Fig. 1: metal 1
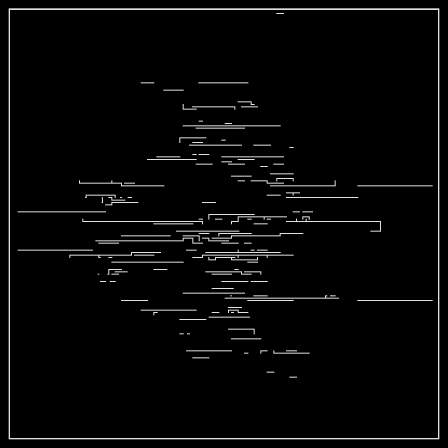
Fig. 2: met2 routing
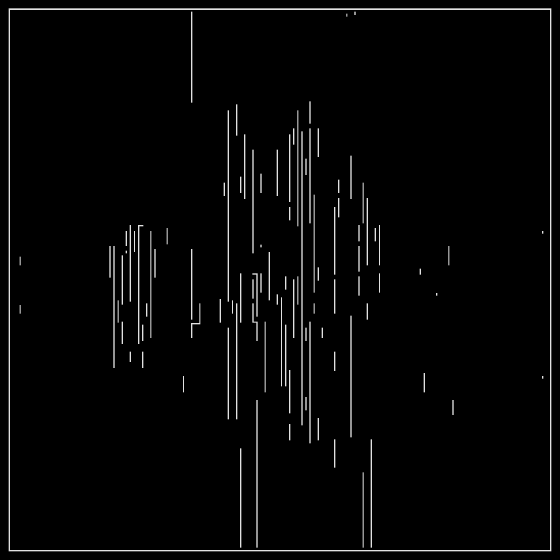
Fig. 3: met3 routing
Bar = 20 µm. Cells faint in the background.
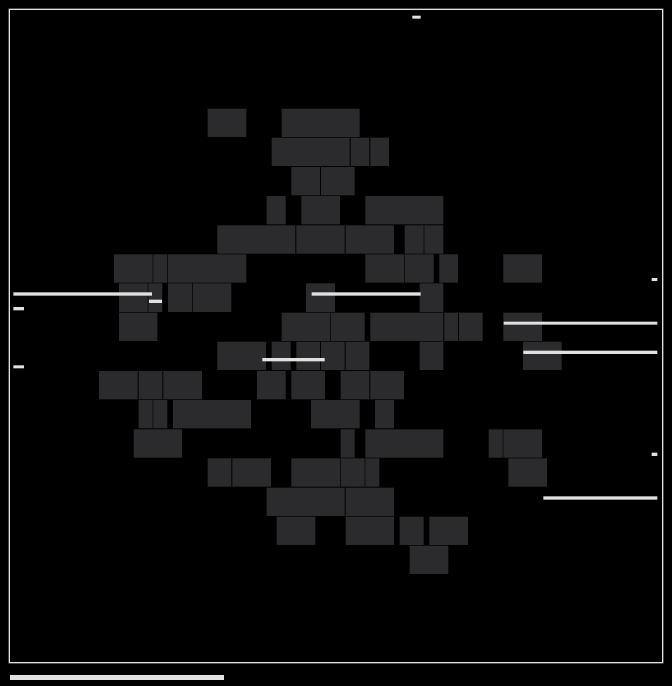
[config.mk]
export PLATFORM = sky130hd
export DESIGN_NAME = fft_stage_sequencer
export DESIGN_NICKNAME = d
export VERILOG_FILES = /design/src/rtl/fft_pkg.sv /design/src/rtl/fft_seq_wdog.sv /design/src/rtl/fft_stage_sequencer.sv
export SDC_FILE = /design/constraint.sdc
export NUM_CORES = 1
export LEC_CHECK = 0
export CAP_MARGIN = 10
export CELL_PAD_IN_SITES_DETAIL_PLACEMENT = 0
export CELL_PAD_IN_SITES_GLOBAL_PLACEMENT = 2
export CORE_MARGIN = 8
export CORE_UTILIZATION = 27
export DETAILED_ROUTE_END_ITERATION = 16
export PLACE_DENSITY = 0.77
export SLEW_MARGIN = 5
export SYNTH_ARGS = -nofsm -noshare
export SYNTH_HDL_FRONTEND = slang
export SYNTH_SLANG_ARGS = --single-unit
[constraint.sdc]
create_clock -name clk -period 2.2 [get_ports clk]
set_input_delay 0.22 -clock clk [delete_from_list [all_inputs] [get_ports clk]]
set_output_delay 0.22 -clock clk [all_outputs]
set_load 0.01 [all_outputs]
[src/rtl/fft_pkg.sv]
// fft_pkg: shared types and constants for the 16-point radix-2 FFT core.
package fft_pkg;
    localparam int FFT_N      = 16;
    localparam int FFT_STAGES = $clog2(FFT_N);
    typedef logic [1:0] pair_t;
    typedef enum logic [1:0] {IDLE, ISSUE, WAIT, OUT} seq_state_t;
endpackage

[src/rtl/fft_seq_wdog.sv]
// fft_seq_wdog: butterfly response watchdog; expire flags the last allowed WAIT cycle.
module fft_seq_wdog #(
    parameter int WDOG = 8
) (
    input  logic clk,
    input  logic rst,
    input  logic clr,
    input  logic en,
    output logic expire
);
    localparam int W = (WDOG > 1) ? $clog2(WDOG) : 1;
    logic [W-1:0] cnt;
    always_ff @(posedge clk) begin
        if (rst || clr) cnt <= '0;
        else if (en) cnt <= cnt + 1'b1;
    end
    assign expire = cnt == W'(WDOG - 1);
endmodule

[src/rtl/fft_stage_sequencer.sv]
// fft_stage_sequencer: steps one shared butterfly through every FFT stage of a frame.
// Define FFT_SEQ_PERF_EN to add the frame_cnt / abort_cnt performance counters.
module fft_stage_sequencer
    import fft_pkg::*;
#(
    parameter int STAGES = FFT_STAGES,
    parameter int BF_LAT = 2,
    parameter int WDOG   = 8
) (
    input  logic        clk,
    input  logic        rst,
    input  logic        in_valid,
    output logic        in_ready,
    output logic        bf_valid,
    output pair_t       bf_pair,
    output logic        bf_src_sel,
    input  logic        bf_done,
    output logic        fb_load,
    output logic        out_valid,
    input  logic        out_ready,
    output logic        busy,
    output logic        err
`ifdef FFT_SEQ_PERF_EN
    ,
    output logic [15:0] frame_cnt,
    output logic [7:0]  abort_cnt
`endif
);
    // the watchdog window must outlast the butterfly, so a too-small WDOG is widened
    localparam int WDOG_EFF = (WDOG > BF_LAT) ? WDOG : BF_LAT + 1;

    seq_state_t state, state_d;
    pair_t      stage, stage_d;
    logic       err_q, err_d, expire, last, abort;

    fft_seq_wdog #(.WDOG(WDOG_EFF)) u_wdog (
        .clk    (clk),
        .rst    (rst),
        .clr    (state == ISSUE),
        .en     (state == WAIT),
        .expire (expire)
    );

    always_ff @(posedge clk) begin
        if (rst) begin
            state <= IDLE;
            stage <= '0;
            err_q <= 1'b0;
        end else begin
            state <= state_d;
            stage <= stage_d;
            err_q <= err_d;
        end
    end

    always_comb begin
        last    = stage == pair_t'(STAGES - 1);
        abort   = state == WAIT && !bf_done && expire;
        state_d = state;
        stage_d = stage;
        err_d   = err_q;
        case (state)
            IDLE: if (in_valid) begin
                state_d = ISSUE;
                stage_d = '0;
                err_d   = 1'b0;
            end
            ISSUE: state_d = WAIT;
            WAIT: if (bf_done) begin
                state_d = last ? OUT : ISSUE;
                stage_d = last ? stage : stage + 1'b1;
            end else if (expire) begin
                state_d = IDLE;
                stage_d = '0;
                err_d   = 1'b1;
            end
            OUT: if (out_ready) begin
                state_d = IDLE;
                stage_d = '0;
            end
            default: state_d = IDLE;
        endcase
    end

    always_comb begin
        in_ready   = state == IDLE;
        busy       = state != IDLE;
        bf_valid   = state == ISSUE;
        bf_pair    = stage;
        bf_src_sel = (state == ISSUE || state == WAIT) && stage != '0;
        fb_load    = state == WAIT && bf_done;
        out_valid  = state == OUT;
        // the abort cycle itself already reports the error
        err        = err_q || abort;
    end

`ifdef FFT_SEQ_PERF_EN
    always_ff @(posedge clk) begin
        if (rst) begin
            frame_cnt <= '0;
            abort_cnt <= '0;
        end else begin
            if (state == OUT && out_ready) frame_cnt <= frame_cnt + 1'b1;
            if (abort && abort_cnt != 8'hFF) abort_cnt <= abort_cnt + 1'b1;
        end
    end
`endif
endmodule
==> flow_summary.toml <==
# generated from flow reports
[run_status]
outcome = "completed"

[yosys]
common_cells = "dfxtp_1, ha_1, inv_1, nor3_1"
async_flop_share_pct = 0
ys_seq_share_pct = 29.49
flop_cell = "dfxtp_1"
yosysUniqueCellTypes = 24
synth_flops = 8
top_area_cell = "dfxtp_1"
top_area_share_pct = 29.49
synth_nets = 71
syn_avg_cell_area_um2 = 9.362
edf_count = 0
top_cells_by_area = "dfxtp_1, ha_1, mux2i_1"
syn-cell-area_um2 = 543.0

[global_route]
grt_usage_pct = 6.715
use_met1_pct = 7.518
overflow = 0
grt_use_met3_pct = 1.907
grt_max_degree = 11
grt_pass1_wl_um = 1828
grt_pass1_vias = 434
grt_busiest_layer = "met2"

[finish]
comb_area_share_pct = 48.86
design_area_um2 = 714.4
buffers = 13
layout-drive-gt1-share_pct = 8.333
flops = 8
seq_area_um2 = 160.2
n_antenna_cell = 0
seq_area_share_pct = 22.42
clock_area_share_pct = 3.152
most-common-layout-cells = "clkdlybuf4s50_1, ha_1, dfxtp_1, inv_1, nor3_1"
logic_area_um2 = 349.1
final_cells = 99
area_growth_pct = 31.57

[critical_path]
r2r_cells = 5
critPathMaxStageDelay_ps = 570
worst-endpoint-required_ps = 1980
crit_arrival_ps = 1870
crit_chain = "inv_1, ha_1, and2_1, clkdlybuf4s50_1"
crit_slowest_cell = "clkdlybuf4s50_1"
startpoint_type = "register"
rrSetupSlack_ps = 510
crit_end = "fb_load"
r2r-end = "state[1]"
cp.buffers_inverters = 2
cp-startpoint = "state[0]"

[floorplanning]
core_um2 = 1922
dieWidth_um = 60.85
num_rows = 16
num_io_pins = 14

[cts]
cts_resized = 0
cts.path.max_buffers = 2
clk_latency_ps = 250
cts_tree = "built"
numClockSinks = 8
htree_levels = 1
cts_made_buffers = 3
cts_setup_buffers = 0
root_buffer = "clkbuf_4"

[final_timing]
drv_slew = 0
rsz0062_at_grt = "false"
fin_tns_setup_ps = 0
worstMarginPinSlew_ps = 374.3
setup_ws_ps = 108.1
skew_ps = 3.526
slew_headroom_pct = 74.84
holdWs_ps = 508.6

[worst_hold_path]
min_to = "bf_pair[1]"
whs_path_depth = 2

[power_and_ir_drop]
p_leak_nw = 0.2880
p_per_area_nw_per_um2 = 708.5

[placement]
place_area_um2 = 691.9
gp_congestion = 0.6414
dpl.hpwl_um = 888.3
dpl.cell_count = 96

[routing]
drt-met1-wl_um = 525
route.met3.wl_um = 67
dr.first_iter.drc_count = 7

[job]
max_cap_violations = 0
About Fig. 1:
- longest straight run: 17.0 µm
- main direction: horizontal
- share of all routed wire: 48%

About Fig. 2:
- nets with wire on the layer: 67
- longest straight run: 33.0 µm
- share of all routed wire: 44%
- main direction: vertical
final WL: 1097 µm
global-route track usage on met2: 10.11%

About Fig. 3:
- longest straight run: 14.0 µm
- wire length on this layer: 67.6 µm
- main direction: horizontal
- share of all routed wire: 6.2%
- nets with wire on the layer: 11

## cells by family (layout without fill, tap and decap cells)
| logic type | Yosys count | after routing | synth area share, % |
|---|---|---|---|
| XOR/XNOR | 1 | 1 | 1.613 |
| adder cells (fa/ha/maj) | 8 | 8 | 18.43 |
| multiplexers | 4 | 4 | 7.374 |
| buffers and inverters | 7 | 21 | 6.221 |
| AND-OR/OR-AND | 7 | 7 | 8.987 |
| flip-flops | 8 | 8 | 29.49 |
| AND/OR/NAND/NOR | 23 | 23 | 27.88 |
## power by group
group	internal, mW	switching [mW]	total [mW]
clock network	0.0624	0.0500	0.112
logic	0.120	0.103	0.223
registers	0.158	0.0128	0.171
total	0.340	0.166	0.506
## flip-flops by register name (all words and copies together) (netlist names)
name	flops
state	2
u_wdog.cnt	3
err_q	1
bf_pair	2
Power is estimated from default activity; no workload was simulated.
